Design eth_capture_ring, sky130hd; sources not shown.
==> run_1/layer_met1.png <==
Bar = 100 um. Cells faint in the background.
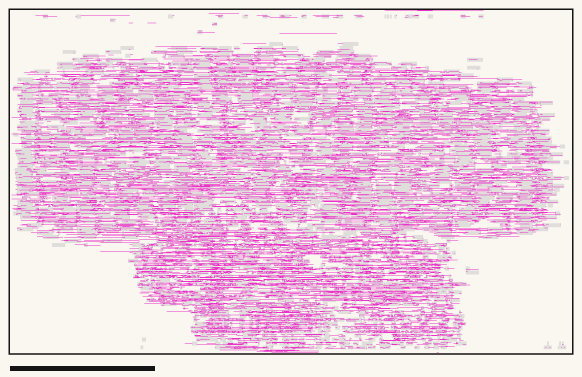
wire length on this layer	46.7 mm
longest straight run	85.6 um
main direction	horizontal
share of all routed wire	46%
vias: 26.8k
global-route met1 utilization: 32.5%
final wirelength: 101000 um

==> run_1/layer_met2.png <==
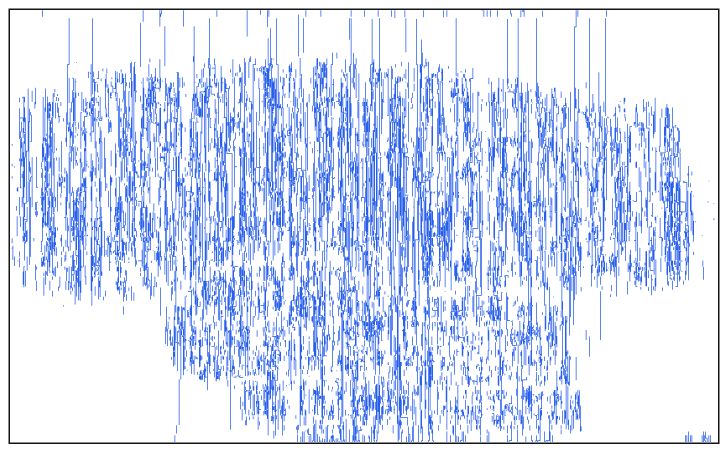
share of all routed wire	43%
longest straight run	86.7 um
met2 usage: 32.2%

==> run_1/layer_met3.png <==
Bar = 100 um.
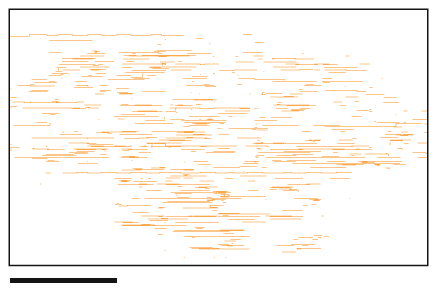
wire length on this layer	8760 um
nets with wire on the layer	265
Global Route met3 Usage: 3.84%

==> flow_summary_export.csv, run 1 <==
group,metric,value,unit
timing,period_used_share,91.7,%
synth,top_area_share,57.3,%
critical_path,rrSetupSlack,470,ps
global_routing,grt-ovfl-total,0,
synth,postSynthAreaPerCell,10.6,um2
layout,insertedDiodeCount,0,
run,drv_cap,0,
clock_tree,clkTransAtPathRegs,70,ps
timing,worstMarginPinSlew,1060,ps
detailed_routing,vias_per_cell,5.54,
critical_path,worstSetupStartpointType,"flop",
synth,postSynth.asyncResetShare,0,%
timing,rsz0062_at_grt,"false",
min_path,hold_path_depth,2,
synth,ys_seq_share,63.4,%
clock_tree,post_cts_buffers,0,
die,dieArea,0.0920,mm2
layout,final_cell_mix,"704 x edfxtp_1, 570 x nor2_1, 454 x o21ai_0, 352 x nand2_1, 249 x inv_1",
clock_tree,htreeDepth,3,
placement,hpwl,56600,um
die,io_pins,132,
synth,syn_inst,3488,
global_routing,grt_pass1_vias,25400,
clock_tree,cts-resized-gates,0,
global_routing,antenna_found_initial,0,
synth,yosysWarnings,0,
timing,period_needed,5130,ps
critical_path,cp.arrival,5480,ps
pwr,peakVddDrop,0.399,mV
layout,largest_register_ffs,704,
critical_path,end_kind,"flop",
clock_tree,cts_root_buf,"clkbuf_16",
global_routing,track_usage,21.6,%
timing,setup_ws,467,ps
critical_path,slowest_stage,"fa_1",
clock_tree,clock_tree.buffer_depth,3,
synth,yosys_area,0.0369,mm2
clock_tree,cts_inserted_buffers,76,
placement,pre_cts_ws,-180,ps
layout,layout.nets,3733,
synth,ys.flops,816,
die,fp.coreArea,0.0887,mm2
synth,top_cells_by_area,"edfxtp_1 57%, o21ai_0 6.2%, dfxtp_1 6.1%",
synth,edf_count,704,
die,die_w,388,um
clock_tree,cts_tree,"yes",
critical_path,crit_required,5950,ps
pwr,p_per_area,423,mW/mm2
status,status,"finished clean",
critical_path,r2r_cells,34,
clock_tree,clk_latency,660,ps
synth,largest_area_cell,"edfxtp_1",
critical_path,critPathKind,"flop to flop",
die,fp_util,41.6,%
critical_path,slowest_delay,560,ps
layout,final_common_cell,"edfxtp_1",
pwr,power,18000,uW
run,tool_warnings,48,
pwr,p_leak,0.0150,uW
detailed_routing,wire_per_inst,20.8,um
detailed_routing,postRouteAntennaNets,0,
placement,place_congestion,0.893,
global_routing,grt_first_pass_wirelength,154000,um
placement,port_buffers,112,
detailed_routing,drc_errors,0,
detailed_routing,dr.first_iter.drc_count,2945,
critical_path,crit_fanout,6,
timing,fmax,195,MHz
critical_path,crit_path_frequent_cell,"nand2_1",
timing,hold_violations,0,
detailed_routing,dr.pass1.iters,6,
synth,post_synth_instance_area,0.0369,mm2
synth,yosysUniqueCellTypes,52,
timing,relSlewSlack,29.0,%
synth,ys.flop_type,"edfxtp_1",
global_routing,grt_max_degree,198,
timing,setup_viol,0,
synth,ys_cells,3488,
layout,layout-drive-gt1-share,8.50,%
min_path,hold_path_class,"flop to flop",
die,die_y,237,um
clock_tree,postCtsHoldBufs,0,
layout,syn_to_final_growth,15.0,%
die,floorplan.rows,85,
timing,drv_slew,0,
clock_tree,cts_sinks,816,
run 1: kinds of logic (layout without fill, tap and decap cells):
| group | count (synthesis) | after routing | share of synthesized area (%) |
|---|---|---|---|
| AOI/OAI and AO/OA | 888 | 888 | 14.0 |
| xor gates and xnor gates | 65 | 65 | 1.56 |
| adders and majority gates | 86 | 86 | 3.02 |
| buffers and inverters | 482 | 645 | 5.32 |
| DFF | 816 | 816 | 63.4 |
| muxes | 3 | 3 | 0.0882 |
| other | 1 | 19 | 0.0102 |
| and+or+nand+nor | 1147 | 1147 | 12.6 |
run 1: cells in the mapped netlist (all sizes together) (49+ instances only):
cell	number
inv	262
nor2	590
edfxtp	704
nand3	144
xor2	55
buf	49
o221ai	134
dfxtp	112
a21oi	187
nand2	355
ha	81
o21ai	461
clkbuf	169
o22ai	71
run 1: where the power goes:
part           total, uW  internal (uW)  switching, uW
Sequential          7040           6820            220
Clock               5330           3030           2300
Combinational       5590           1850           3740
run 1: layout make-up:
class | instances | area (um2)
inverters | 264 | 1000
clock inverters | 44 | 490
repair buffers | 243 | 2260
multi-input cells | 2208 | 11800
flip-flops and latches | 816 | 23400
clock buffers | 94 | 2040
fillers | 7948 | 46300
well taps | 1174 | 1470
run 1: metal layers:
layer  part of all wire (%)  track usage [%]  wire (um)
met1                     46             32.5      46700
met2                     43             32.2      43200
met3                    8.7             3.84       8760
met4                    2.0             5.36       1980
met5                      0                0          0
run 1: critical path: cells and delay by family, from the launching register on:
kind,cells,cell delay (ps)
buffers and inverters,6,470
adders and majority gates,6,1820
xor gates and xnor gates,1,290
DFF,1,340
and+or+nand+nor,17,1380
AOI/OAI and AO/OA,4,510
run 1: metrics by stage:
step	std cells	util, %	TNS (ps)	hold WS, ps	instance area (um2)
after floorplan	3506	-	0	236	37000
after global placement	4704	44.9	-1800	250	39800
after detailed placement	4704	44.9	-2200	263	39800
after CTS	4842	47.8	0	273	42400
after global routing	4843	47.8	0	292	42400
final	4843	47.8	0	269	42400
==> inputs of run 2 (changes only) <==
- CAP_MARGIN: default -> 20
- HOLD_SLACK_MARGIN: default -> 0.12
==> run_2/layer_met3.png <==
Bar = 100 um.
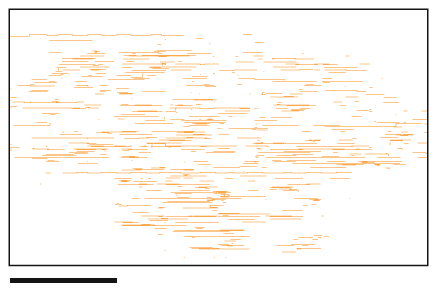
share of all routed wire	8.7%
longest straight run	99.8 um

==> run_2/layer_met4.png <==
Bar = 100 um.
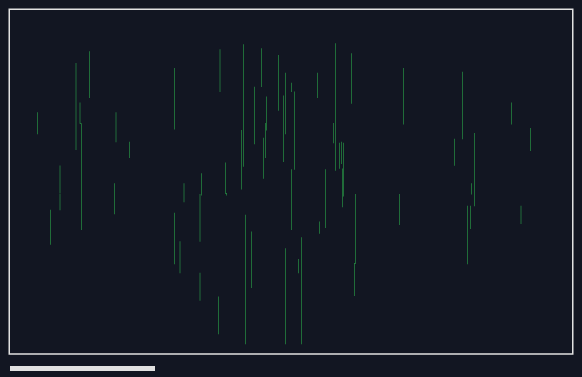
share of all routed wire	2.0%
longest straight run	89.1 um
wire length on this layer	1980 um
main direction	vertical

==> run 2 against run 1 <==
Compared with the run above: hold slack did not move; synthesized cell count did not move; clock power barely moved; sequential power barely moved; setup slack did not move; routed wire length did not move; die area did not move; power did not move; critical path depth did not move; fmax did not move; count of clock-buffer cells in the layout did not move; global-route usage did not move; highest routed layer unchanged.
==> flow_summary_export.csv, run 2 <==
group,metric,value,unit
status,status,"finished clean",
clock_tree,clk_latency,660,ps
critical_path,crit_required,5950,ps
critical_path,slowest_delay,560,ps
critical_path,rrSetupSlack,470,ps
min_path,hold_path_depth,2,
timing,drv_slew,0,
synth,ys.flops,816,
global_routing,grt_max_degree,198,
clock_tree,cts_tree,"yes",
critical_path,crit_path_frequent_cell,"nand2_1",
layout,final_cell_count_no_fill,4843,
timing,tns,0,ps
placement,place_congestion,0.893,
layout,layout.nets,3733,
die,fp.coreArea,0.0887,mm2
layout,layout-drive-gt1-share,8.50,%
pwr,power,18000,uW
critical_path,slowest_stage,"fa_1",
placement,pre_cts_ws,-180,ps
synth,syn_inst,3488,
synth,largest_area_cell,"edfxtp_1",
timing,period_needed,5130,ps
clock_tree,cts_root_buf,"clkbuf_16",
synth,ys_cells,3488,
layout,final_common_cell,"edfxtp_1",
die,fp_util,41.6,%
detailed_routing,num_vias,26800,
clock_tree,postCtsHoldBufs,0,
clock_tree,cts_sinks,816,
layout,largest_register_ffs,704,
run,tool_warnings,48,
detailed_routing,wire_per_inst,20.8,um
pwr,p_per_area,423,mW/mm2
placement,place_area,0.0398,mm2
synth,yosys_area,0.0369,mm2
die,dieArea,0.0920,mm2
synth,top_cell,"edfxtp_1",
synth,ys_seq_share,63.4,%
global_routing,grt_pass1_vias,25400,
timing,setup_viol,0,
pwr,p_leak,0.0150,uW
clock_tree,htreeDepth,3,
pwr,peakVddDrop,0.399,mV
layout,final_area,0.0424,mm2
clock_tree,clock_tree.buffer_depth,3,
synth,yosysUniqueCellTypes,52,
timing,hold_violations,0,
critical_path,path_buffers,6,
synth,top_area_share,57.3,%
clock_tree,cts_inserted_buffers,76,
clock_tree,clkTransAtPathRegs,70,ps
detailed_routing,vias_per_cell,5.54,
global_routing,grt-ovfl-total,0,
layout,syn_to_final_growth,15.0,%
synth,ys.flop_type,"edfxtp_1",
global_routing,antenna_found_initial,0,
global_routing,grt_first_pass_wirelength,154000,um
detailed_routing,dr.pass1.iters,6,
global_routing,track_usage,21.6,%
synth,edf_count,704,
layout,insertedDiodeCount,0,
timing,worstMarginPinSlew,1060,ps
critical_path,critical_path.top_delay_family,"adder cells",
run,drv_cap,0,
timing,rsz0062_at_grt,"false",
detailed_routing,wl,101000,um
layout,fillCellCount,7948,
critical_path,r2r_cells,34,
synth,post_synth_instance_area,0.0369,mm2
die,die_w,388,um
timing,relSlewSlack,29.0,%
synth,yosysWarnings,0,
critical_path,end_kind,"flop",
timing,setup_ws,467,ps
critical_path,cp.arrival,5480,ps
critical_path,crit_fanout,6,
timing,fmax,195,MHz
## run 2: worst register-to-register path, delay by kind of cell (launching register included)
| kind | cells | cell delay (ps) |
|---|---|---|
| adders and majority gates | 6 | 1820 |
| and+or+nand+nor | 17 | 1390 |
| AOI/OAI and AO/OA | 4 | 510 |
| buffers and inverters | 6 | 470 |
| DFF | 1 | 340 |
| xor gates and xnor gates | 1 | 290 |
## run 2: logic make-up (layout without fill, tap and decap cells)
kind of cell	after synthesis	after routing	share of synthesized area, %
AOI/OAI and AO/OA	888	888	14.0
xor gates and xnor gates	65	65	1.56
and+or+nand+nor	1147	1147	12.6
DFF	816	816	63.4
buffers and inverters	482	645	5.32
adders and majority gates	86	86	3.02
other	1	19	0.0102
muxes	3	3	0.0882
## run 2: metal layers
metal / share of wire (%) / track usage [%] / vias up
met5: 0 / 0 / -
met4: 2.0 / 5.36 / 0
met3: 8.7 / 3.84 / 144
met2: 43 / 32.2 / 1137
met1: 46 / 32.5 / 12900
li1: - / - / 12600
## run 2: metrics by stage
stage / hold WS, ps / util (%)
final: 269 / 47.8
after global placement: 250 / 44.9
after floorplan: 236 / -
after global routing: 292 / 47.8
after CTS: 273 / 47.8
after detailed placement: 263 / 44.9
## run 2: timing repair
| action | CTS | global route |
|---|---|---|
| buffers inserted | 0 | 0 |
| resized | 0 | 15 |
| setup endpoints to repair | 0 | 16 |
| endpoints found under the hold margin | 0 | 0 |
## run 2: where the power goes
| part | total (uW) | leakage (uW) | internal (uW) | switching, uW |
|---|---|---|---|---|
| logic | 5590 | 0.00676 | 1850 | 3740 |
| clock network | 5330 | 0.00122 | 3030 | 2300 |
| registers | 7040 | 0.00699 | 6820 | 220 |
| total | 18000 | 0.0150 | 11700 | 6260 |
## run 2: layout make-up
class | instances | area (um2) | share of cell area (%)
flip-flops and latches | 816 | 23400 | 55.1
multi-input cells | 2208 | 11800 | 27.7
repair buffers | 243 | 2260 | 5.33
clock buffers | 94 | 2040 | 4.82
well taps | 1174 | 1470 | 3.46
inverters | 264 | 1000 | 2.37
clock inverters | 44 | 490 | 1.16
Power figures rest on the tool's default switching activity, not on a simulated workload.
